<file path="config.mk">
export PLATFORM = sky130hd
export DESIGN_NAME = rv32i_inst_encoder_flat
export DESIGN_NICKNAME = d
export VERILOG_FILES = /design/src/rtl/rv32i_inst_encoder_if.sv /design/src/rtl/rv32i_inst_encoder.sv /design/src/flat_wrapper.sv
export SDC_FILE = /design/constraint.sdc
export NUM_CORES = 1
export LEC_CHECK = 0
export ABC_AREA = 1
export CAP_MARGIN = 20
export CORE_AREA = 5 5 132 134
export DETAILED_ROUTE_END_ITERATION = 7
export DIE_AREA = 0 0 137 139
export GPL_TIMING_DRIVEN = 0
export PLACE_DENSITY = 0.6
export SLEW_MARGIN = 0
export SYNTH_ARGS = -nofsm -noshare
export SYNTH_HDL_FRONTEND = slang
export SYNTH_SLANG_ARGS = --single-unit
</file>
<file path="constraint.sdc">
create_clock -name clk -period 4 [get_ports clk]
set_input_delay 0.8 -clock clk [delete_from_list [all_inputs] [get_ports clk]]
set_output_delay 0.8 -clock clk [all_outputs]
set_load 0.02 [all_outputs]
</file>
<file path="src/rtl/rv32i_inst_encoder_if.sv">
// Descriptor-in / encoded-word-out stream bundle of the RV32I instruction encoder.
interface rv32i_inst_encoder_if #(
  parameter int ADDR_W = 10
);
  logic              in_valid;
  logic              in_ready;
  logic [3:0]        in_class;
  logic [3:0]        in_alu;
  logic [4:0]        in_rd;
  logic [4:0]        in_rs1;
  logic [4:0]        in_rs2;
  logic [31:0]       in_imm;
  logic              out_valid;
  logic              out_ready;
  logic [31:0]       out_inst;
  logic [ADDR_W-1:0] out_addr;
  logic              out_err;

  modport master (
    output in_valid, in_class, in_alu, in_rd, in_rs1, in_rs2, in_imm, out_ready,
    input  in_ready, out_valid, out_inst, out_addr, out_err
  );

  modport slave (
    input  in_valid, in_class, in_alu, in_rd, in_rs1, in_rs2, in_imm, out_ready,
    output in_ready, out_valid, out_inst, out_addr, out_err
  );
endinterface

</file>
<file path="src/rtl/rv32i_inst_encoder.sv">
// Two-stage RV32I encoder: descriptor -> 32-bit word + word address, 2-cycle latency, valid/ready.
// Range checking of immediates is compiled in only when ENC_RANGE_CHECK_EN is defined.
module rv32i_inst_encoder #(
  parameter int ADDR_W = 10
) (
  input  logic              clk,
  input  logic              reset,
  input  logic              flush,
  input  logic              load_en,
  input  logic [ADDR_W-1:0] load_addr,
  rv32i_inst_encoder_if.slave bus
);
  typedef struct packed {
    logic [3:0]  cls;
    logic [3:0]  alu;
    logic [4:0]  rd;
    logic [4:0]  rs1;
    logic [4:0]  rs2;
    logic [31:0] imm;
  } desc_t;

  localparam logic [31:0] NOP = 32'h0000_0013;

  desc_t             s1_dat;
  logic              s1_vld, s1_rdy;
  logic              s2_vld, s2_rdy, s2_err;
  logic [31:0]       s2_inst;
  logic [ADDR_W-1:0] s2_addr, cnt, cnt_nxt;
  logic              out_hs;
  logic [2:0]        f3;
  logic [6:0]        f7;
  logic              alu_ok, shift, bad, err;
  logic [31:0]       enc, word;

  assign s2_rdy        = !s2_vld || bus.out_ready;
  assign s1_rdy        = !s1_vld || s2_rdy;
  assign bus.in_ready  = s1_rdy;
  assign out_hs        = s2_vld && bus.out_ready;
  assign bus.out_valid = s2_vld;
  assign bus.out_inst  = s2_inst;
  assign bus.out_addr  = s2_addr;
  assign bus.out_err   = s2_err;

  // A word entering S2 takes the counter value it will have after this edge,
  // so back-to-back words get consecutive addresses and a load applies at once.
  assign cnt_nxt = load_en ? load_addr : cnt + {{(ADDR_W-1){1'b0}}, out_hs};

  always_comb begin
    f3     = 3'b000;
    f7     = 7'h00;
    alu_ok = 1'b1;
    shift  = 1'b0;
    case (s1_dat.alu)
      4'd0:  ;
      4'd1:  f7 = 7'h20;
      4'd3:  f3 = 3'b111;
      4'd4:  f3 = 3'b100;
      4'd5:  f3 = 3'b110;
      4'd6:  begin f3 = 3'b001; shift = 1'b1; end
      4'd7:  begin f3 = 3'b101; shift = 1'b1; end
      4'd8:  begin f3 = 3'b101; f7 = 7'h20; shift = 1'b1; end
      4'd9:  f3 = 3'b010;
      4'd10: f3 = 3'b011;
      default: alu_ok = 1'b0;
    endcase
  end

  always_comb begin
    enc = '0;
    bad = 1'b0;
    case (s1_dat.cls)
      4'd0: begin
        bad = !alu_ok;
        enc = {f7, s1_dat.rs2, s1_dat.rs1, f3, s1_dat.rd, 7'b0110011};
      end
      4'd1: begin
        bad = !alu_ok || (s1_dat.alu == 4'd1);
        enc = {(shift ? {f7, s1_dat.imm[4:0]} : s1_dat.imm[11:0]),
               s1_dat.rs1, f3, s1_dat.rd, 7'b0010011};
      end
      4'd2: begin
        bad = (s1_dat.alu[2:0] == 3'd3) || (s1_dat.alu[2:0] > 3'd5);
        enc = {s1_dat.imm[11:0], s1_dat.rs1, s1_dat.alu[2:0], s1_dat.rd, 7'b0000011};
      end
      4'd3: begin
        bad = s1_dat.alu[2:0] > 3'd2;
        enc = {s1_dat.imm[11:5], s1_dat.rs2, s1_dat.rs1, s1_dat.alu[2:0],
               s1_dat.imm[4:0], 7'b0100011};
      end
      4'd4: begin
        bad = s1_dat.alu[2:1] == 2'b01;
        enc = {s1_dat.imm[12], s1_dat.imm[10:5], s1_dat.rs2, s1_dat.rs1, s1_dat.alu[2:0],
               s1_dat.imm[4:1], s1_dat.imm[11], 7'b1100011};
      end
      4'd5: enc = {s1_dat.imm[20], s1_dat.imm[10:1], s1_dat.imm[11], s1_dat.imm[19:12],
                   s1_dat.rd, 7'b1101111};
      4'd6: enc = {s1_dat.imm[11:0], s1_dat.rs1, 3'b000, s1_dat.rd, 7'b1100111};
      4'd7: enc = {s1_dat.imm[31:12], s1_dat.rd, 7'b0110111};
      4'd8: enc = {s1_dat.imm[31:12], s1_dat.rd, 7'b0010111};
      default: bad = 1'b1;
    endcase
  end

`ifdef ENC_RANGE_CHECK_EN
  logic        rng, fit12;
  logic signed [31:0] simm;
  assign simm  = $signed(s1_dat.imm);
  assign fit12 = (simm >= -32'sd2048) && (simm <= 32'sd2047);

  always_comb begin
    rng = 1'b0;
    case (s1_dat.cls)
      4'd1:       rng = shift ? (s1_dat.imm > 32'd31) : !fit12;
      4'd2, 4'd3, 4'd6: rng = !fit12;
      4'd4:       rng = (simm < -32'sd4096) || (simm > 32'sd4094) || s1_dat.imm[0];
      4'd5:       rng = (simm < -32'sd1048576) || (simm > 32'sd1048574) || s1_dat.imm[0];
      4'd7, 4'd8: rng = s1_dat.imm[11:0] != 12'd0;
      default:    rng = 1'b0;
    endcase
  end

  assign err = bad || rng;
`else
  assign err = bad;
`endif

  assign word = err ? NOP : enc;

  always_ff @(posedge clk or posedge reset) begin
    if (reset) begin
      s1_vld  <= 1'b0;
      s1_dat  <= '0;
      s2_vld  <= 1'b0;
      s2_inst <= '0;
      s2_err  <= 1'b0;
      s2_addr <= '0;
      cnt     <= '0;
    end else begin
      cnt <= cnt_nxt;
      if (flush) begin
        s1_vld <= 1'b0;
        s2_vld <= 1'b0;
      end else begin
        if (s1_rdy) s1_vld <= bus.in_valid;
        if (s1_rdy && bus.in_valid)
          s1_dat <= '{cls: bus.in_class, alu: bus.in_alu, rd: bus.in_rd,
                      rs1: bus.in_rs1, rs2: bus.in_rs2, imm: bus.in_imm};
        if (s2_rdy) s2_vld <= s1_vld;
        if (s2_rdy && s1_vld) begin
          s2_inst <= word;
          s2_err  <= err;
          s2_addr <= cnt_nxt;
        end
      end
    end
  end
endmodule

</file>
<file path="src/flat_wrapper.sv">
// flat-port wrapper written by rule: the top's interface ports become plain ports
module rv32i_inst_encoder_flat 
#(
  parameter int ADDR_W = 10
)
  (clk, reset, flush, load_en, load_addr, bus_in_valid, bus_in_class, bus_in_alu, bus_in_rd, bus_in_rs1, bus_in_rs2, bus_in_imm, bus_out_ready, bus_in_ready, bus_out_valid, bus_out_inst, bus_out_addr, bus_out_err);
  rv32i_inst_encoder_if #(.ADDR_W(ADDR_W)) bus_i ();
  input  logic clk;
  input  logic reset;
  input  logic flush;
  input  logic load_en;
  input  logic [ADDR_W-1:0] load_addr;
  input wire logic [$bits(bus_i.in_valid)-1:0] bus_in_valid;
  input wire logic [$bits(bus_i.in_class)-1:0] bus_in_class;
  input wire logic [$bits(bus_i.in_alu)-1:0] bus_in_alu;
  input wire logic [$bits(bus_i.in_rd)-1:0] bus_in_rd;
  input wire logic [$bits(bus_i.in_rs1)-1:0] bus_in_rs1;
  input wire logic [$bits(bus_i.in_rs2)-1:0] bus_in_rs2;
  input wire logic [$bits(bus_i.in_imm)-1:0] bus_in_imm;
  input wire logic [$bits(bus_i.out_ready)-1:0] bus_out_ready;
  output wire logic [$bits(bus_i.in_ready)-1:0] bus_in_ready;
  output wire logic [$bits(bus_i.out_valid)-1:0] bus_out_valid;
  output wire logic [$bits(bus_i.out_inst)-1:0] bus_out_inst;
  output wire logic [$bits(bus_i.out_addr)-1:0] bus_out_addr;
  output wire logic [$bits(bus_i.out_err)-1:0] bus_out_err;
  assign bus_i.in_valid = bus_in_valid;
  assign bus_i.in_class = bus_in_class;
  assign bus_i.in_alu = bus_in_alu;
  assign bus_i.in_rd = bus_in_rd;
  assign bus_i.in_rs1 = bus_in_rs1;
  assign bus_i.in_rs2 = bus_in_rs2;
  assign bus_i.in_imm = bus_in_imm;
  assign bus_i.out_ready = bus_out_ready;
  assign bus_in_ready = bus_i.in_ready;
  assign bus_out_valid = bus_i.out_valid;
  assign bus_out_inst = bus_i.out_inst;
  assign bus_out_addr = bus_i.out_addr;
  assign bus_out_err = bus_i.out_err;
  rv32i_inst_encoder #(.ADDR_W(ADDR_W)) u_core (.clk(clk), .reset(reset), .flush(flush), .load_en(load_en), .load_addr(load_addr), .bus(bus_i));
endmodule
</file>
Figure 1. Cell area per tile (run 1).
The die is cut into 14 by 14 equal tiles; dark blue is low, red is high, 0 to 100% covered.
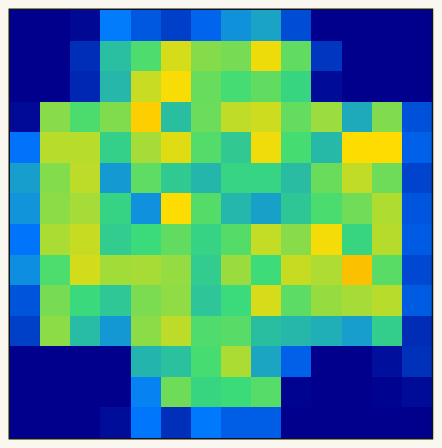
20% of the tiles are nearly empty. 1.0% of the tiles are over 75% full. The mean over all tiles is 37%. The fullest tile reaches 78%.

Figure 2. Metal layers overlaid (run 1).
The bar under the picture is 50 um long.
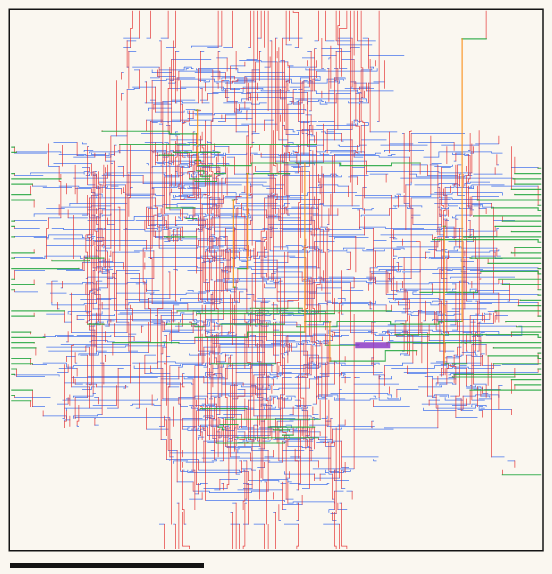
Orange stands for met4, wire length 224 um. Green stands for met3, wire length 1250 um. Red stands for met2, wire length 7370 um. Purple stands for met5, wire length 7.40 um. Blue stands for met1, wire length 7410 um.

Figure 3. Gate families picked out (run 1).
The bar under the picture is 50 um long.
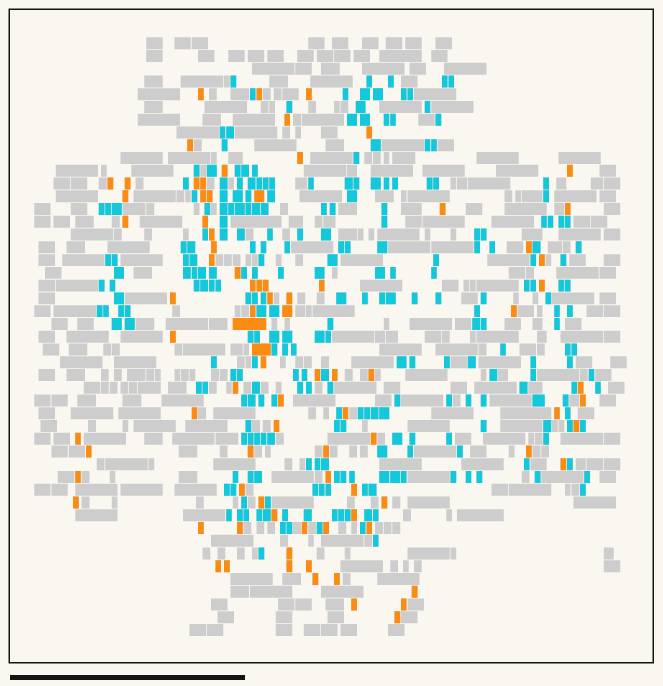
Orange stands for NOR gates, cells 86. Cyan stands for NAND gates, cells 270.

==> results.tsv, run 1 <==
metric	value	unit
status	complete, no violations	
drv_slew	0	
grt_max_degree	57	
wl_per_cell	15.6	um
critPathBufInv	2	
viasPerCell	4.84	
pwr.group.clock	1.01	mW
grt.total_usage	17.4	%
end_kind	output pin	
grt_pass1_wl	25900	um
met3_usage	4.83	%
total_leakage_power	3.50	nW
setup_viol	0	
yosysTopAreaCellShare	49.4	%
compound_area_share	10.3	%
p_sw	0.960	mW
grt_pass1_vias	4994	
synth-async-reset-ratio	100	%
synthMuxAreaShare	4.69	%
maxCapViolCount	0	
synth_nets	767	
fin_worst_skew	0.0100	ns
synth_flops	109	
gp_congestion	0.920	
largest_reg_flops	55	
drc	0	
placed_area	6980	sq um
power_density	435	nW/um^2
fmaxAchievable	346	MHz
lay_top_cells	199 x nand2_1, 115 x clkdlybuf4s50_1, 109 x dfrtp_1	
logic_gate_count	496	
finalClockPeriodUsage	72.2	%
seq_share	37.3	%
worst-path-stages	4	
holdWs	0.479	ns
grtUsageMet2	27.4	%
ff_type	dfrtp_1	
r2r_end	u_core.bus.out_inst[27]	
rsz0062_at_grt	no	
cts.sinks	109	
seq_area	2730	sq um
final_common_cell	nand2_1	
synth-edff-count	0	
final_cell_area	7320	sq um
drt_iter0_markers	396	
h-tree-depth	3	
area_growth	32.6	%
n_antenna_cell	0	
clk_pin_slew_worst_paths	0.07	ns
vias	5065	
dp_slack	1.12	ns
ff2ff_setup_slack	1.90	ns
ys_sh_xor	0.317	%
ys_chip_area	5520	sq um
r2r-start	u_core.s1_dat[54]	
critPathKind	in -> out	
p_sw_share	30.2	%
whs_endpoint	u_core.bus.out_inst[7]	
synth_area_per_cell	7.95	sq um
crit_fanout	3	
largest_class	sequential cells	
io_pins	116	
crit_slowest_cell	clkdlybuf4s50_1	
largestPowerGroup	sequential cells	
cts_tree	built	
synth.logic.top_family	simple AND/OR/NAND/NOR gates	
fin_nets	894	
stdcell_count	1046	
layout-drive-gt1-share	10.2	%
cpPeakStageDelay	0.64	ns
crit_family	buffers and inverters	
dp_hpwl	12200	um
clock_area_share	4.72	%
cts_setup_buffers	0	
top_layer_used	met5	
worstSkewPairLatency	0.36	ns
synth_area	5520	sq um
fin_ws	1.11	ns
cts_max_path_buffers	2	
p_seq	1.36	mW
fp-utilization	34.1	%
crit_chain	clkdlybuf4s50_1 -> nor2_1 -> nand2_1 -> clkdlybuf4s50_1	
fin_crit	2.89	ns
ys_types	34	
coreArea	16200	sq um
peakVddDrop	0.000219	V
syn_inst	694	
hold_class	reg -> reg	
combPwrFrac	25.6	%
nNonClkInverters	55	
top_register	u_core.s1_dat	
hold_buffers	0	
==> run 1 -> run 2 <==
- clock period: 4 -> 2.7 ns (I/O delays scaled with it)
Figure 4. Metal layers overlaid (run 2).
The bar under the picture is 50 um long.
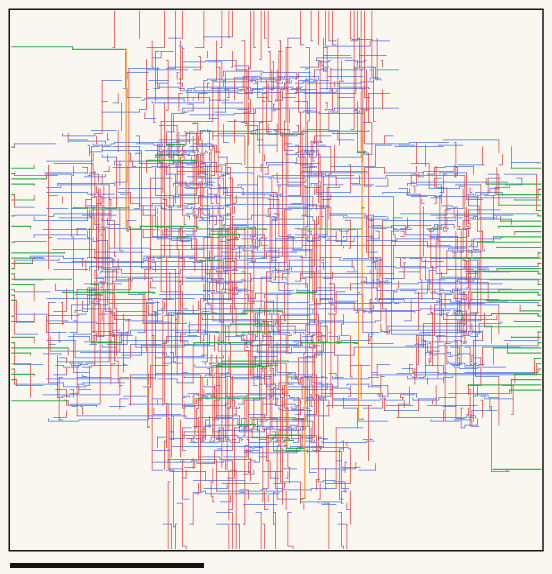
Blue stands for met1, wire length 7780 um. Green stands for met3, wire length 993 um. Red stands for met2, wire length 7400 um. Orange stands for met4, wire length 247 um.

==> run 2 against run 1 <==
  * Setup slack got worse by 0.80 ns
  * Cell area down 0.55%
  * Total power grew 43%
  * Clock power increased by 33%
  * Sequential power is 48% higher
  * Critical path type unchanged
==> results.tsv, run 2 <==
metric	value	unit	change
status	complete, no violations		unchanged
fin_nets	895		was 894
crit_family	buffers and inverters		unchanged
drc	0		unchanged
p_sw	1.44	mW	was 0.960 mW
hold_class	reg -> reg		unchanged
placed_area	6990	sq um	was 6980 sq um
ys_types	34		unchanged
compound_area_share	10.3	%	unchanged
grt_pass1_vias	4956		was 4994
synth_area	5520	sq um	unchanged
synth_flops	109		unchanged
grt_pass1_wl	26300	um	was 25900 um
worst-path-stages	4		unchanged
layout-drive-gt1-share	10.0	%	was 10.2%
h-tree-depth	3		unchanged
synth.logic.top_family	simple AND/OR/NAND/NOR gates		unchanged
lay_top_cells	199 x nand2_1, 115 x clkdlybuf4s50_1, 109 x dfrtp_1		unchanged
holdWs	0.481	ns	was 0.479 ns
drt_iter0_markers	346		was 396
setup_viol	0		unchanged
whs_endpoint	u_core.bus.out_addr[4]		was u_core.bus.out_inst[7]
finalClockPeriodUsage	88.3	%	
clk_pin_slew_worst_paths	0.07	ns	about the same
synth_nets	767		unchanged
total_leakage_power	3.48	nW	was 3.50 nW
grtUsageMet2	27.1	%	was 27.4%
cts_max_path_buffers	2		unchanged
viasPerCell	4.81		was 4.84
clock_area_share	4.00	%	was 4.72%
drv_slew	0		unchanged
end_kind	output pin		unchanged
largest_class	sequential cells		unchanged
area_growth	31.9	%	was 32.6%
synth-edff-count	0		unchanged
top_register	u_core.s1_dat		unchanged
worstSkewPairLatency	0.35	ns	was 0.36 ns
r2r-start	u_core.s1_dat[54]		unchanged
combPwrFrac	26.6	%	was 25.6%
hold_buffers	0		unchanged
synth_area_per_cell	7.95	sq um	unchanged
grt.total_usage	17.6	%	was 17.4%
fp-utilization	34.1	%	unchanged
critPathBufInv	2		unchanged
p_sw_share	31.6	%	was 30.2%
fmaxAchievable	419	MHz	
crit_fanout	3		unchanged
p_seq	2.01	mW	was 1.36 mW
grt_max_degree	39		was 57
seq_share	37.5	%	was 37.3%
final_common_cell	nand2_1		unchanged
dp_slack	0.130	ns	was 1.12 ns
nNonClkInverters	55		unchanged
yosysTopAreaCellShare	49.4	%	unchanged
fin_worst_skew	0.00789	ns	was 0.0100 ns
synthMuxAreaShare	4.69	%	unchanged
met3_usage	3.88	%	was 4.83%
largest_reg_flops	55		unchanged
critPathKind	in -> out		unchanged
ff_type	dfrtp_1		unchanged
n_antenna_cell	0		unchanged
r2r_end	u_core.bus.out_inst[27]		unchanged
No activity file was given, so power comes from the tool's default toggle rates.
